===== config.mk =====
export PLATFORM = sky130hd
export DESIGN_NAME = mdma_ram_arb_ctrl
export DESIGN_NICKNAME = d
export VERILOG_FILES = /design/src/rtl/mdma_ram_arb_ctrl.sv
export SDC_FILE = /design/constraint.sdc
export NUM_CORES = 1
export LEC_CHECK = 0
export ABC_AREA = 1
export CORE_AREA = 2 2 91 93
export CTS_BUF_LIST = sky130_fd_sc_hd__clkbuf_16
export DETAILED_ROUTE_END_ITERATION = 8
export DIE_AREA = 0 0 93 95
export GPL_ROUTABILITY_DRIVEN = 0
export PLACE_DENSITY = 0.8
export SLEW_MARGIN = 25
export SYNTH_ARGS = -nofsm -noshare
export SYNTH_HDL_FRONTEND = slang
export SYNTH_SLANG_ARGS = --single-unit

===== constraint.sdc =====
create_clock -name clk -period 1.2 [get_ports clk]
set_input_delay 0.18 -clock clk [delete_from_list [all_inputs] [get_ports clk]]
set_output_delay 0.18 -clock clk [all_outputs]
set_load 0.005 [all_outputs]

===== src/rtl/mdma_ram_arb_ctrl.sv =====
// mdma_ram_arb_ctrl: single-port-pair RAM front end.
// Clears the 2048x32 RAM after reset, then grants one write and one
// round-robin read per cycle. The read id travels with a valid pipeline
// matched to the RAM read latency.
// Optional feature macro: MDMA_RAM_ECC_CNT_EN enables the saturating
// single/double-bit error counters; without it sbe_cnt/dbe_cnt read 0.
module mdma_ram_arb_ctrl #(
    parameter int RD_LAT = 2
) (
    input  logic        clk,
    input  logic        rst,
    output logic        init_done,
    input  logic        wr_req,
    input  logic [10:0] wr_adr,
    input  logic [31:0] wr_dat,
    output logic        wr_gnt,
    input  logic [1:0]  rd_req,
    input  logic [10:0] rd_adr0,
    input  logic [10:0] rd_adr1,
    output logic [1:0]  rd_gnt,
    output logic        rd_vld,
    output logic        rd_id,
    output logic [31:0] rd_dat,
    output logic        rd_sbe,
    output logic        rd_dbe,
    input  logic        clr_cnt,
    output logic [15:0] sbe_cnt,
    output logic [15:0] dbe_cnt,
    output logic [10:0] ram_wadr,
    output logic        ram_wen,
    output logic [31:0] ram_wdat,
    output logic        ram_ren,
    output logic [10:0] ram_radr,
    input  logic [31:0] ram_rdat,
    input  logic        ram_rsbe,
    input  logic        ram_rdbe
);

    typedef enum logic {INIT, RUN} state_t;

    state_t            state, state_nxt;
    logic [10:0]       ptr, ptr_nxt;
    logic              last_gnt;   // 1: requester 1 was granted last
    logic [1:0]        gnt;
    logic [RD_LAT-1:0] vld_pipe;
    logic [RD_LAT-1:0] id_pipe;

    // State, clear pointer and round-robin history
    always_ff @(posedge clk or posedge rst) begin
        if (rst) begin
            state    <= INIT;
            ptr      <= '0;
            last_gnt <= 1'b1;
        end else begin
            state <= state_nxt;
            ptr   <= ptr_nxt;
            if (|gnt)
                last_gnt <= gnt[1];
        end
    end

    // Next state, RAM port muxing and read arbitration
    always_comb begin
        state_nxt = state;
        ptr_nxt   = ptr;
        init_done = 1'b0;
        wr_gnt    = 1'b0;
        ram_wen   = 1'b0;
        ram_wadr  = '0;
        ram_wdat  = '0;
        gnt       = 2'b00;
        ram_ren   = 1'b0;
        ram_radr  = '0;
        case (state)
            INIT: begin
                // rst gating keeps the write strobe low while reset is held
                ram_wen  = ~rst;
                ram_wadr = ptr;
                ptr_nxt  = ptr + 11'd1;
                if (ptr == 11'h7FF)
                    state_nxt = RUN;
            end
            RUN: begin
                init_done = 1'b1;
                wr_gnt    = wr_req;
                ram_wen   = wr_req;
                ram_wadr  = wr_adr;
                ram_wdat  = wr_dat;
                case (rd_req)
                    2'b01:   gnt = 2'b01;
                    2'b10:   gnt = 2'b10;
                    2'b11:   gnt = last_gnt ? 2'b01 : 2'b10;
                    default: gnt = 2'b00;
                endcase
                ram_ren  = |gnt;
                ram_radr = gnt[1] ? rd_adr1 : (gnt[0] ? rd_adr0 : 11'd0);
            end
            default: state_nxt = INIT;
        endcase
    end

    assign rd_gnt = gnt;

    generate
        if (RD_LAT == 1) begin : g_pipe1
            // Single-stage valid/id register
            always_ff @(posedge clk or posedge rst) begin
                if (rst) begin
                    vld_pipe <= '0;
                    id_pipe  <= '0;
                end else begin
                    vld_pipe <= ram_ren;
                    id_pipe  <= gnt[1];
                end
            end
        end else begin : g_pipen
            // Valid/id shift register, one stage per RAM latency cycle
            always_ff @(posedge clk or posedge rst) begin
                if (rst) begin
                    vld_pipe <= '0;
                    id_pipe  <= '0;
                end else begin
                    vld_pipe <= {vld_pipe[RD_LAT-2:0], ram_ren};
                    id_pipe  <= {id_pipe[RD_LAT-2:0], gnt[1]};
                end
            end
        end
    endgenerate

    assign rd_vld = vld_pipe[RD_LAT-1];
    assign rd_id  = rd_vld & id_pipe[RD_LAT-1];
    assign rd_dat = rd_vld ? ram_rdat : 32'd0;
    assign rd_sbe = rd_vld & ram_rsbe;
    assign rd_dbe = rd_vld & ram_rdbe;

`ifdef MDMA_RAM_ECC_CNT_EN
    // Saturating error counters; clear has priority over a same-cycle hit
    always_ff @(posedge clk or posedge rst) begin
        if (rst) begin
            sbe_cnt <= '0;
            dbe_cnt <= '0;
        end else if (clr_cnt) begin
            sbe_cnt <= '0;
            dbe_cnt <= '0;
        end else begin
            if (rd_sbe && sbe_cnt != 16'hFFFF)
                sbe_cnt <= sbe_cnt + 16'd1;
            if (rd_dbe && dbe_cnt != 16'hFFFF)
                dbe_cnt <= dbe_cnt + 16'd1;
        end
    end
`else
    logic unused_clr;
    assign unused_clr = clr_cnt;
    assign sbe_cnt    = '0;
    assign dbe_cnt    = '0;
`endif

endmodule


Run 1, placement view:
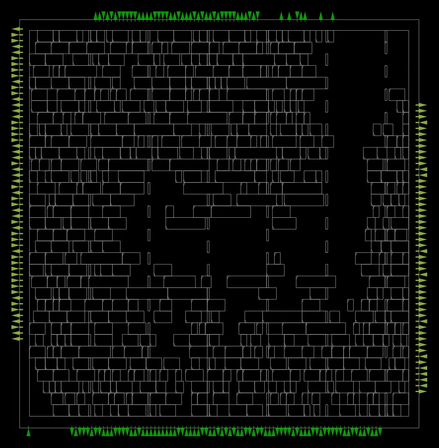
flop count: 17
register share of the cell area: 8.43%

Run 1, cells by drive strength:
Drawn at 4 px/um.
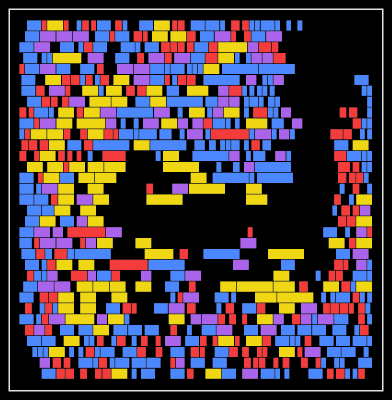
x2: in red, cells 174, share 29%, most used nand2_2. x3 and x4: in purple, cells 79, share 13%, most used nand2_4. x1 and smaller: in blue, cells 257, share 42%, most used clkdlybuf4s50_1. x6 and larger: in yellow, cells 95, share 16%, most used buf_6.

Run 1, nets reached from selected ports:
Drawn at 3 px/um.
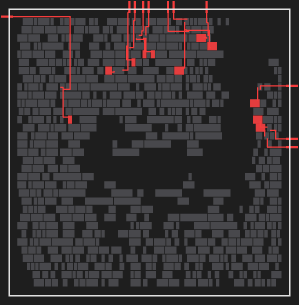
ram_wadr: in red, bits 11, direction output, edge 7 top, 3 right, 1 left, end cells 11, buffers 11, wire 239 um.

==> run notes, run 1 <==
The clock latency on the worst-skew pair is 0.25 ns. The overflow left after global routing was 0; the count of nets after finishing was 712. According to the Yosys statistics, the synthesized design has a chip area of 1830 um2. For the number of endpoints failing setup at the final stage, the log shows 105. The most numerous logic cell after layout is clkdlybuf4s50_1. The checks that failed: setup timing.

The number of clock buffers added by TritonCTS is 3. Per the GRT log, the top usage layer is met2. Per the run summary, max-cap violations total 0. The region available for standard cell placement spans 7930 um2. The die is 93 um wide. From bottom edge to top edge, the die measures 95 um. In the final layout, flip-flops and latches occupy 429 um2. The worst-case IR drop observed on VDD is 0.000540 V. The signal arrival time at the worst endpoint was 1.53 ns.

The area used by multi-input combinational logic was 1390 um2. The most common logic cells in the final layout are 101 x clkdlybuf4s50_1, 75 x buf_6, 58 x nand2_2. The share of cell area taken by muxes after synthesis works out to 0%. The flow ran to the end, but the final reports show violations. The type of the setup path with the least slack is reg -> out.

The run gives 37 for the maximum number of pins on one net before global-route repair. The delay of the slowest cell on the worst path works out to 0.53 ns. Setup repair after global routing could not meet its margin everywhere.

Per the timing report, the achievable frequency comes out to 586 MHz. The run gives 0.06 ns for the clock input transition at the sequential cells of the worst setup and hold paths. The worst setup path is captured at an output pin.

The part of the cycle the worst path needs came out at 142%. The tools report the number of antenna violations at the first check in global routing as 0. The worst setup slack after layout came out at -0.507 ns. For the met3 track demand over resource, the log shows 3.75%. Detailed placement ended at an HPWL of 5800 um. The count of nets left with antenna violations once routing finished came out at 0.

The area share of xor/xnor cells in the synthesized design is 3.35%, and the number of filler instances in the final layout is 631. With the average wire per cell in the routed design at 13.1 um, the count of distinct cell types in the synthesized netlist is 22. TritonCTS built the clock tree.

Hold-check failures listed in the final report amount to 0. The slowest stage of the critical path belongs to the cell dfstp_2. Walking the worst path, the cells encountered are inv_2, nand2_2, nand2_4, nand2_4, clkinvlp_4, buf_6, nand2_2, nand2_1, buf_2. After synthesis, the cell types taking the most area are nand2_1 29%, dfrtp_1 22%, inv_1 17%. In the synthesized netlist, the number of instances is 325.

The run gives 199 for the number of port buffers. The level count of the clock H-tree came out at 1. The kind of cell with the highest combined delay along the critical path is flip-flops.

For the post-cts hold buffer count, the log shows 0. Including well taps, the total number of placed cells is 648. The run gives 29.3% for the top-area cell type share of the netlist area. The synthesized area was 1830 um2.

For reference, the top logic cell family by area is buffers and inverters. Clock net sink count: 17. The first global-routing pass estimated 12000 um of wire.

Detailed placement reports a standard cell area of 4030 um2. After detailed routing, the number of vias per cell comes to 4.13. The run gives 0 as the antenna diode count. Cells fill 64.2% of the core in the end. The critical path contains buffers and inverters numbering 4 combined.

The cell sitting at the root of the clock tree is a clkbuf_16. The met2 track demand over resource was 32.6%.
[run 1: layout make-up]
cell class                 instances  share of cell area (%)
clock buffer                       3                    1.47
clock inverter                     1                  0.0983
inverter                          85                    6.51
multi-input combinational        210                    27.3
sequential                        17                    8.43
tap                              105                    2.58
timing repair buffer             288                    53.5
timing repair inverter             1                   0.147
[run 1: path summary, 6_finish.rpt]
path | from | end | slack (ns) | depth (start not counted)
max in group asynchronous | rst | last_gnt | 0.62 | 3
min reg2reg | vld_pipe[0] | vld_pipe[1] | 0.35 | 0
min in group clk | vld_pipe[0] | vld_pipe[1] | 0.35 | 0
max reg2reg | last_gnt | id_pipe[0] | -0.33 | 9
max | last_gnt | ram_radr[0] | -0.51 | 9
min | rst | ptr[7] | 0.32 | 3
[run 1: registers in the layout, summed over array words and instances (netlist names)]
register and count:
vld_pipe 2, ptr 11, id_pipe 2, last_gnt 1
state 1
[run 1: report_power, final]
part | switching [mW] | internal (mW) | total (mW)
Clock | 0.228 | 0.446 | 0.674
Sequential | 0.00137 | 0.578 | 0.580
Combinational | 0.159 | 0.309 | 0.467
Total | 0.388 | 1.33 | 1.72
[run 1: synthesized netlist by cell type]
library cell / n
dfrtp_1: 16
inv_2: 1
buf_4: 32
nand2_1: 143
a21oi_1: 1
ha_1: 1
buf_6: 2
nor2_1: 4
nand2_2: 1
xor2_1: 5
dfstp_2: 1
conb_1: 1
inv_1: 83
buf_2: 5
xnor2_1: 2
nand3b_1: 1
clkbuf_1: 5
o21ai_0: 11
nand3_1: 3
nand4_1: 3
inv_8: 1
nor2_4: 3
[run 1: what timing repair did]
item                                    4_1_cts  5_1_grt
pin swaps                                    24       20
endpoints found under the setup margin      105      107
gates cloned                                  5        5
gates resized                               412      249
buffers inserted                             29       30
--- run 2 (diff from run 1) ---
- CELL_PAD_IN_SITES_DETAIL_PLACEMENT: unset -> 2
- CELL_PAD_IN_SITES_GLOBAL_PLACEMENT: unset -> 2
- CORE_AREA: 2 2 91 93 -> unset
- CORE_UTILIZATION: unset -> 10
- CTS_CLUSTER_DIAMETER: unset -> 80
- DIE_AREA: 0 0 93 95 -> unset
- PLACE_DENSITY: 0.8 -> 0.85
Run 2, nets reached from selected ports:
Drawn at 2 px/um.
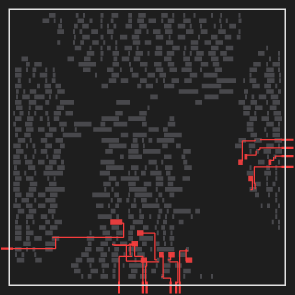
ram_wadr: in red, bits 11, direction output, edge 6 bottom, 4 right, 1 left, end cells 11, buffers 11, wire 353 um.

Run 2, cells by drive strength:
Drawn at 3 px/um.
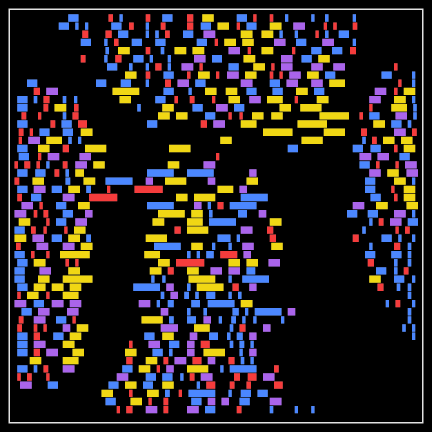
x2: in red, cells 144, share 24%, most used inv_2. x1 and smaller: in blue, cells 239, share 40%, most used clkdlybuf4s50_1. x6 and larger: in yellow, cells 125, share 21%, most used buf_6. x3 and x4: in purple, cells 97, share 16%, most used nand2_4.

==> run 2 against run 1 <==
The flow still finishes with violations (setup timing). Register-to-register slack worse by 0.05 ns. Global-route usage is 6.0 points lower. Non-clock buffer count is 1 higher. Clock power is 2% higher. Area after synthesis stayed put. Sequential power hardly changed. Synthesized cell count stayed put. Worst setup slack worse by 0.075 ns. Largest power group unchanged. Highest routed layer unchanged.
==> run notes, run 2 <==
The level count of the clock H-tree is 1 (unchanged). Maximum number of pins on one net before global-route repair: 18 (was 37). Number of buffers inserted during clock tree synthesis: 3 (unchanged). TritonCTS built the clock tree. The logs give 1830 um2 (unchanged) for the synthesized area and 32.9% (was 33.7%) for the relative contribution of sequential cells to total power. The count of cell instances traversed by the critical path works out to 10 (was 9). The cell-internal power is 1.34 mW (was 1.33 mW). The area used by multi-input combinational logic was 1520 um2 (was 1390 um2). Proportion of register bits with asynchronous set or reset after synthesis: 100% (unchanged). The flip-flop count of the largest register, all copies and words added was 11 (unchanged). Worst setup path startpoint: last_gnt (unchanged). The type of the setup path with the least slack is reg -> out (unchanged).

Failing checks: setup timing (unchanged). With the switching power share of the total at 23.8% (was 22.5%), the worst setup slack after layout is -0.582 ns (was -0.507 ns). The clock tree root buffer cell is clkbuf_16 (unchanged).

The run finished, with violations left. The cell with the largest stage delay on the worst path is dfstp_2 (unchanged). The logs give 22 (unchanged) for the count of distinct cell types in the synthesized netlist and 2026 (was 631) for the number of filler instances in the final layout. The count of nets after finishing came out at 712 (unchanged). Most frequently used flop master after synthesis: dfrtp_1 (unchanged). Per the hold report, the tightest min-delay path originates at vld_pipe[0]. The worst voltage drop across the vdd grid came out at 0.000377 V (was 0.000540 V). The tools report the post-layout utilization of the core as 31.5% (was 64.2%). Setup repair after global routing could not meet its margin everywhere. The tools report the gate count after technology mapping as 325 (unchanged). The dominant cell by count in the synthesized netlist is nand2_1 (unchanged).

Top cells by instance count after synthesis: 143 x nand2_1, 83 x inv_1, 32 x buf_4 (unchanged). Number of hold violations in the final report: 0 (unchanged). Number of buffer and inverter stages on the critical path: 5 (was 4). The number of endpoints failing setup at the final stage came out at 108 (was 105).

The launching point of the worst reg2reg path is state (was last_gnt). Most numerous logic cell after layout: clkdlybuf4s50_1 (unchanged). The cell area after placement was 4200 um2 (was 4030 um2). Area figure in the yosys stat output: 1830 um2 (unchanged). The total setup buffers inserted after CTS is 36 (was 29), and the remaining antenna violation count is 0 (unchanged). Family with the most delay on the worst path: flip-flops (unchanged). Top cells by area in the synthesized netlist: nand2_1 29%, dfrtp_1 22%, inv_1 17% (unchanged). The run gives 0 (unchanged) as the antenna diode count. Top library cells by usage in the layout, fill and taps aside: 103 x clkdlybuf4s50_1, 91 x buf_6, 67 x nand2_4 (was 101 x clkdlybuf4s50_1, 75 x buf_6, 58 x nand2_2).

The worst-case register-to-register setup slack is -0.38 ns (was -0.33 ns), and the HPWL after detailed placement is 7700 um (was 5800 um). The overall die width was 137 um (was 93 um). Top flop regs: ptr: 11 flops, id_pipe: 2 flops, vld_pipe: 2 flops (unchanged). The run gives 0 (unchanged) as the post-cts hold buffer count. Average wire per cell in the routed design: 14.4 um (was 13.1 um).
-- run 2: layout make-up --
class	instances	area share, %
Timing Repair Buffer	289	53.3
Multi-Input combinational cell	210	26.8
Sequential cell	17	7.58
Inverter	85	5.86
Tap cell	229	5.06
Clock buffer	3	1.33
Clock inverter	1	0.0663
-- run 2: kinds of logic after synthesis --
group	count (synthesis)	synth area share [%]
adder cells (fa/ha/maj)	1	0.683
AND/OR/NAND/NOR	158	34.6
XOR/XNOR	7	3.35
other	1	0.205
flip-flops	17	23.3
buffers and inverters	129	34.6
AND-OR/OR-AND	12	3.28
-- run 2: power groups by stage --
stage / Sequential (mW) / Combinational, mW / Clock [mW]
floorplan: 0.589 / 0.117 / 0
global placement: 0.589 / 0.394 / 0
detailed placement: 0.589 / 0.403 / 0
CTS: 0.579 / 0.426 / 0.701
global route: 0.580 / 0.531 / 0.725
finish: 0.579 / 0.496 / 0.686
-- run 2: worst min path at each step --
stage             endpoint  slack, ns  cells after the start
3_3_place_gp    id_pipe[1]       0.33                      0
4_1_cts        vld_pipe[1]       0.35                      0
5_1_grt        vld_pipe[1]       0.37                      0
3_5_place_dp   vld_pipe[1]       0.34                      0
6_report       vld_pipe[1]       0.35                      0
2_1_floorplan   id_pipe[0]       0.11                      1
-- run 2: through the flow --
stage | cells | hold slack, ns | TNS (ns) | power (mW) | setup WS (ns)
floorplan | 356 | 0.105 | -0.0927 | 0.706 | -0.0103
global placement | 769 | 0.334 | -34.21 | 0.983 | -0.756
CTS | 816 | 0.352 | -36.29 | 1.71 | -0.623
finish | 834 | 0.353 | -33.08 | 1.76 | -0.582
global route | 834 | 0.367 | -38.19 | 1.84 | -0.663
detailed placement | 769 | 0.340 | -36.37 | 0.992 | -0.802
No activity file was given, so power comes from the tool's default toggle rates.
